`config.mk`:
```
export PLATFORM = sky130hd
export DESIGN_NAME = psum_requant_collector
export DESIGN_NICKNAME = d
export VERILOG_FILES = /design/src/rtl/psum_requant_collector_pkg.sv /design/src/rtl/psum_requant_collector_requant_sat.sv /design/src/rtl/psum_requant_collector.sv
export SDC_FILE = /design/constraint.sdc
export NUM_CORES = 1
export LEC_CHECK = 0
export CAP_MARGIN = 15
export CORE_UTILIZATION = 47
export DETAILED_ROUTE_END_ITERATION = 10
export PLACE_DENSITY = 0.66
export SLEW_MARGIN = 20
export SYNTH_ARGS = -nofsm -noshare
export SYNTH_HDL_FRONTEND = slang
export SYNTH_SLANG_ARGS = --single-unit
```
`constraint.sdc`:
```
create_clock -name clk -period 6.3 [get_ports clk]
set_input_delay 1.26 -clock clk [delete_from_list [all_inputs] [get_ports clk]]
set_output_delay 1.26 -clock clk [all_outputs]
set_load 0.01 [all_outputs]
```
`src/rtl/psum_requant_collector_pkg.sv`:
```
// Shared widths and saturation bounds for the partial-sum requantizing collector.
package psum_requant_collector_pkg;

    localparam int DEF_PSUM_BW     = 20;
    localparam int DEF_OUT_BW      = 8;
    localparam int DEF_MATRIX_SIZE = 8;
    localparam int DEF_SHIFT_BW    = 5;

    function automatic int sat_max(input int ob);
        return (1 << (ob - 1)) - 1;
    endfunction

    function automatic int sat_min(input int ob);
        return -(1 << (ob - 1));
    endfunction

    localparam int SAT_MAX = sat_max(DEF_OUT_BW);
    localparam int SAT_MIN = sat_min(DEF_OUT_BW);

    typedef struct packed {
        logic full;
        logic sat;
    } vbuf_flags_t;

endpackage

```
`src/rtl/psum_requant_collector_requant_sat.sv`:
```
// Combinational arithmetic right shift with round-half-up, then saturation to OUT_BW.
module requant_sat
    import psum_requant_collector_pkg::*;
#(
    parameter int PARTIAL_SUM_BW = DEF_PSUM_BW,
    parameter int OUT_BW         = DEF_OUT_BW,
    parameter int SHIFT_BW       = DEF_SHIFT_BW
) (
    input  logic signed [PARTIAL_SUM_BW-1:0] x,
    input  logic        [SHIFT_BW-1:0]       s,
    output logic signed [OUT_BW-1:0]         y,
    output logic                             sat
);

    localparam int TW = PARTIAL_SUM_BW + 1;
    localparam logic signed [TW-1:0] HI = TW'(sat_max(OUT_BW));
    localparam logic signed [TW-1:0] LO = TW'(sat_min(OUT_BW));

    logic                 big;
    logic signed [TW-1:0] rnd;
    logic signed [TW-1:0] t;
    logic signed [TW-1:0] sh;

    // Shifts past the input width collapse to the sign of x.
    assign big = 32'(s) >= 32'(PARTIAL_SUM_BW);

    always_comb begin
        rnd = '0;
        if (s != '0 && !big)
            rnd = TW'(1) << (s - 1'b1);
        t = {x[PARTIAL_SUM_BW-1], x} + rnd;
        if (big)
            sh = {TW{x[PARTIAL_SUM_BW-1]}};
        else
            sh = t >>> s;
        sat = 1'b0;
        y   = sh[OUT_BW-1:0];
        if (sh > HI) begin
            y   = HI[OUT_BW-1:0];
            sat = 1'b1;
        end else if (sh < LO) begin
            y   = LO[OUT_BW-1:0];
            sat = 1'b1;
        end
    end

endmodule

```
`src/rtl/psum_requant_collector.sv`:
```
// Requantizes a stream of row sums and packs MATRIX_SIZE results per vector,
// double-buffered toward a valid/ready consumer.
module psum_requant_collector
    import psum_requant_collector_pkg::*;
#(
    parameter int PARTIAL_SUM_BW = DEF_PSUM_BW,
    parameter int OUT_BW         = DEF_OUT_BW,
    parameter int MATRIX_SIZE    = DEF_MATRIX_SIZE,
    parameter int SHIFT_BW       = DEF_SHIFT_BW
) (
    input  logic                          clk,
    input  logic                          rst,
    input  logic                          flush,
    input  logic [SHIFT_BW-1:0]           shift_amt,
    input  logic                          in_valid,
    output logic                          in_ready,
    input  logic [PARTIAL_SUM_BW-1:0]     in_data,
    output logic                          out_valid,
    input  logic                          out_ready,
    output logic [OUT_BW*MATRIX_SIZE-1:0] out_vec,
    output logic                          out_sat
);

    localparam int IDX_W = (MATRIX_SIZE > 1) ? $clog2(MATRIX_SIZE) : 1;

    logic [1:0][MATRIX_SIZE-1:0][OUT_BW-1:0] vbuf;
    vbuf_flags_t [1:0]                       flg;
    logic                                    wr_buf;
    logic                                    rd_buf;
    logic [IDX_W-1:0]                        wr_idx;
    logic [SHIFT_BW-1:0]                     shift_q;

    logic                 first;
    logic                 last;
    logic                 accept;
    logic                 drain;
    logic [SHIFT_BW-1:0]  s_eff;
    logic [OUT_BW-1:0]    q_y;
    logic                 q_sat;

    assign first  = (wr_idx == '0);
    assign last   = (wr_idx == IDX_W'(MATRIX_SIZE - 1));
    // Element 0 uses the live shift so the whole vector shares one amount.
    assign s_eff  = first ? shift_amt : shift_q;

    assign in_ready  = !flg[wr_buf].full;
    assign accept    = in_valid && in_ready && !flush;
    assign out_valid = flg[rd_buf].full;
    assign out_vec   = vbuf[rd_buf];
    assign out_sat   = flg[rd_buf].sat;
    assign drain     = out_valid && out_ready;

    requant_sat #(
        .PARTIAL_SUM_BW (PARTIAL_SUM_BW),
        .OUT_BW         (OUT_BW),
        .SHIFT_BW       (SHIFT_BW)
    ) u_q (
        .x   (in_data),
        .s   (s_eff),
        .y   (q_y),
        .sat (q_sat)
    );

    always_ff @(posedge clk) begin
        if (rst) begin
            vbuf    <= '0;
            flg     <= '0;
            wr_buf  <= 1'b0;
            rd_buf  <= 1'b0;
            wr_idx  <= '0;
            shift_q <= '0;
        end else begin
            if (flush) begin
                wr_idx <= '0;
            end else if (accept) begin
                vbuf[wr_buf][wr_idx] <= q_y;
                flg[wr_buf].sat      <= q_sat || (flg[wr_buf].sat && !first);
                if (first)
                    shift_q <= shift_amt;
                if (last) begin
                    flg[wr_buf].full <= 1'b1;
                    wr_buf           <= !wr_buf;
                    wr_idx           <= '0;
                end else begin
                    wr_idx <= wr_idx + 1'b1;
                end
            end
            // The filling buffer is never the full one being drained.
            if (drain) begin
                flg[rd_buf].full <= 1'b0;
                rd_buf           <= !rd_buf;
            end
        end
    end

endmodule
```
congestion.png
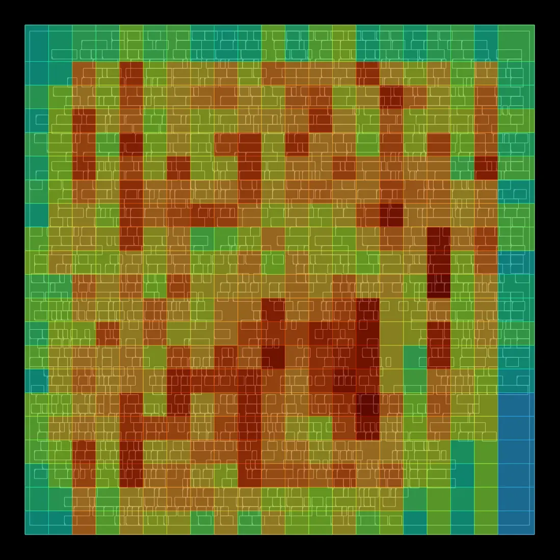
final core occ: 64.2%
gr busiest metal: met2
met3 Usage GRT: 4.51%
met2 layer usage reported by global route: 46.2%
met1 Use GR: 42.8%

==> results.cfg <==
; yosys + openroad results
[placement]
hpwl_um = 24200
portBuffers = 96
routabilityCongestion = 0.963
placed_area_um2 = 12700

[pwr]
p_sw_share_pct = 33.3
switching_power_mw = 0.922
power_leakage_nw = 4.88
irDropWorstVdd_mv = 0.171
powerComb_mw = 0.824
powerDensity_nw_per_um2 = 205
internal_power_mw = 1.85
seqPwrFrac_pct = 33.0
clock_power_share_pct = 37.3
pwr-share-comb_pct = 29.8

[critical_path]
path_buffers = 8
cp_top_family = buffers and inverters
critPathMaxFanout = 26
crit_required_ns = 6.55
arrival_ns = 6.35
critPathKind = in -> reg
cpPeakStageDelay_ns = 0.57
path_cells = clkdlybuf4s50_1 -> buf_4 -> mux2_2 -> nor2_4 -> nand2_2 -> buf_4 -> nor2_1 -> ha_1 -> nor2b_2 -> o31ai_4 -> a211oi_2 -> buf_4 -> buf_4 -> o21ai_1 -> a211oi_1 -> nor4_2 -> o22ai_2 -> a221oi_1 -> buf_4 -> nand4_1 -> o21ai_4 -> buf_12 -> buf_12 -> a311oi_1
start_kind = primary input
cp-end-kind = flip-flop
cp_common_cell = buf_4

[clock_network]
clk_pin_slew_ns = 0.06
htree_levels = 4
cts_tree = done
clk_latency_ns = 0.42
cts_made_buffers = 17
cts_hold_buf = 0
cts_sinks = 142
post_cts_buffers = 0
clockBufferDepth = 2

[synthesis]
top_area_share_pct = 28.1
synth.distinct_cells = 93
synthesis.area_um2 = 10100
yosysChipArea_um2 = 10100
synth_top_cell_by_count = nor2_1
synth_cells = 1166
area_leaders = dfxtp_1 28%, a311oi_2 10%, nor2_1 8.1%, mux2_2 7.8%, a311oi_1 3.9%
flop_cell = dfxtp_1
ys_cells = 1166
synth_flop_count = 142
ys_async_sr_fraction_pct = 0
synth_area_leader_cell = dfxtp_1
common_cells = 217 x nor2_1, 142 x dfxtp_1, 70 x a311oi_2, 70 x mux2_2, 69 x nand2_1
fp_nets = 1220
yosysWarnings = 0
edf_count = 0

[final_timing]
fin_crit_sh_pct = 96.8
fmax_mhz = 164
finClkSkew_ns = 0.00758
relSlewSlack_pct = 29.8
final-setup-viol-count = 0
report.final.slew_viol_count = 0
fin_crit_ns = 6.10
finalHoldViolCount = 0
tightestPinTransition_ns = 1.05
whs_ns = 0.497
grt_setup_unrepaired = false

[outcome]
status = complete, no violations

[floorplanning]
core_um2 = 21000
dieWidth_um = 149
num_rows = 53
fp_util_pct = 48.1
chipArea_um2 = 22100
die_y_um = 149
pin_count = 97

[layout]
layout-drive-gt1-share_pct = 32.3
final_cell_area_um2 = 13500
area_growth_syn_to_layout_pct = 33.5
fill_cells = 1787
nets = 1454
diodes = 0
final_common_cell = nor2_1

[routing]
antenna_left = 0
wirelength_um = 33400
vias = 10394
wl_per_cell_um = 19.8
dr.pass1.iters = 6
drc = 0
viasPerCell = 6.16

[grt]
grt_pass1_vias = 9610
grt_max_degree = 87
antenna_found_initial = 0
grt_usage_pct = 30.2
gr-total-overflow = 0
grt_pass1_wl_um = 52300

[run]
max-cap-violations = 0
warning_count = 27

[hold_path]
hp-class = reg -> reg
flops_by_reg.png
The bar under the picture is 50 µm long. Other sequential cells in the stronger grey, the rest of the logic in the fainter grey.
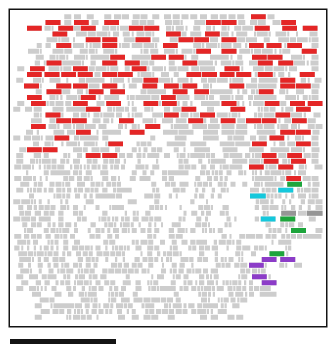
[`shift_q`] purple | flops: 5 | where: lower right
[`vbuf`] red | flops: 128
[`wr_idx`] cyan | flops: 3
[`flg`] green | flops: 4
Seq/total area: 21.1%
FF+latch area: 2850 µm²
P_seq: 0.913 mW

## state kept, by name, summed over array words and instances, names as in the netlist
register and count:
wr_idx 3, rd_buf 1, shift_q 5, flg 4, vbuf 128, wr_buf 1
## through the flow
stage               TNS (ns)  setup slack, ns  utilization [%]  std cells
finish                     0            0.202             64.2       1688
global route               0          0.00370             64.2       1688
CTS                        0            0.166             63.5       1684
detailed placement    -42.81           -0.421             60.6       1652
global placement      -42.31           -0.404             60.6       1652
floorplan                  0            0.527                -       1166
## layer usage
layer | wire length [µm] | GRT usage, %
met2 | 14900 | 46.2
met3 | 2040 | 4.51
met1 | 15500 | 42.8
met5 | 0 | 0
met4 | 962 | 10.8
## cells by family after synthesis
logic type               share of synthesized area, %
buffers and inverters                            5.66
flip-flops                                       28.1
AND/OR/NAND/NOR                                  17.9
other                                          0.0371
AND-OR/OR-AND                                    34.5
adder cells (fa/ha/maj)                          3.04
multiplexers                                     9.75
XOR/XNOR                                         1.03
## path summary, 6_finish.rpt
check                    startpoint                     end  slack [ns]  cells after the start
min reg2reg    vbuf[8]$_SDFFE_PP0P_    vbuf[8]$_SDFFE_PP0P_        0.50                      2
max reg2reg  wr_idx[1]$_SDFFE_PP0P_  vbuf[125]$_SDFFE_PP0P_        0.44                     26
max                    shift_amt[4]  vbuf[125]$_SDFFE_PP0P_        0.20                     24
min            vbuf[8]$_SDFFE_PP0P_    vbuf[8]$_SDFFE_PP0P_        0.50                      2
## final cells by class
cell class / count / area [µm²] / area share (%)
Clock buffer: 17 / 425 / 3.15
Clock inverter: 15 / 179 / 1.33
Inverter: 17 / 63.8 / 0.473
Multi-Input combinational cell: 909 / 6840 / 50.7
Sequential cell: 142 / 2850 / 21.1
Tap cell: 275 / 344 / 2.55
Timing Repair Buffer: 313 / 2790 / 20.7
No activity file was given, so power comes from the tool's default toggle rates.
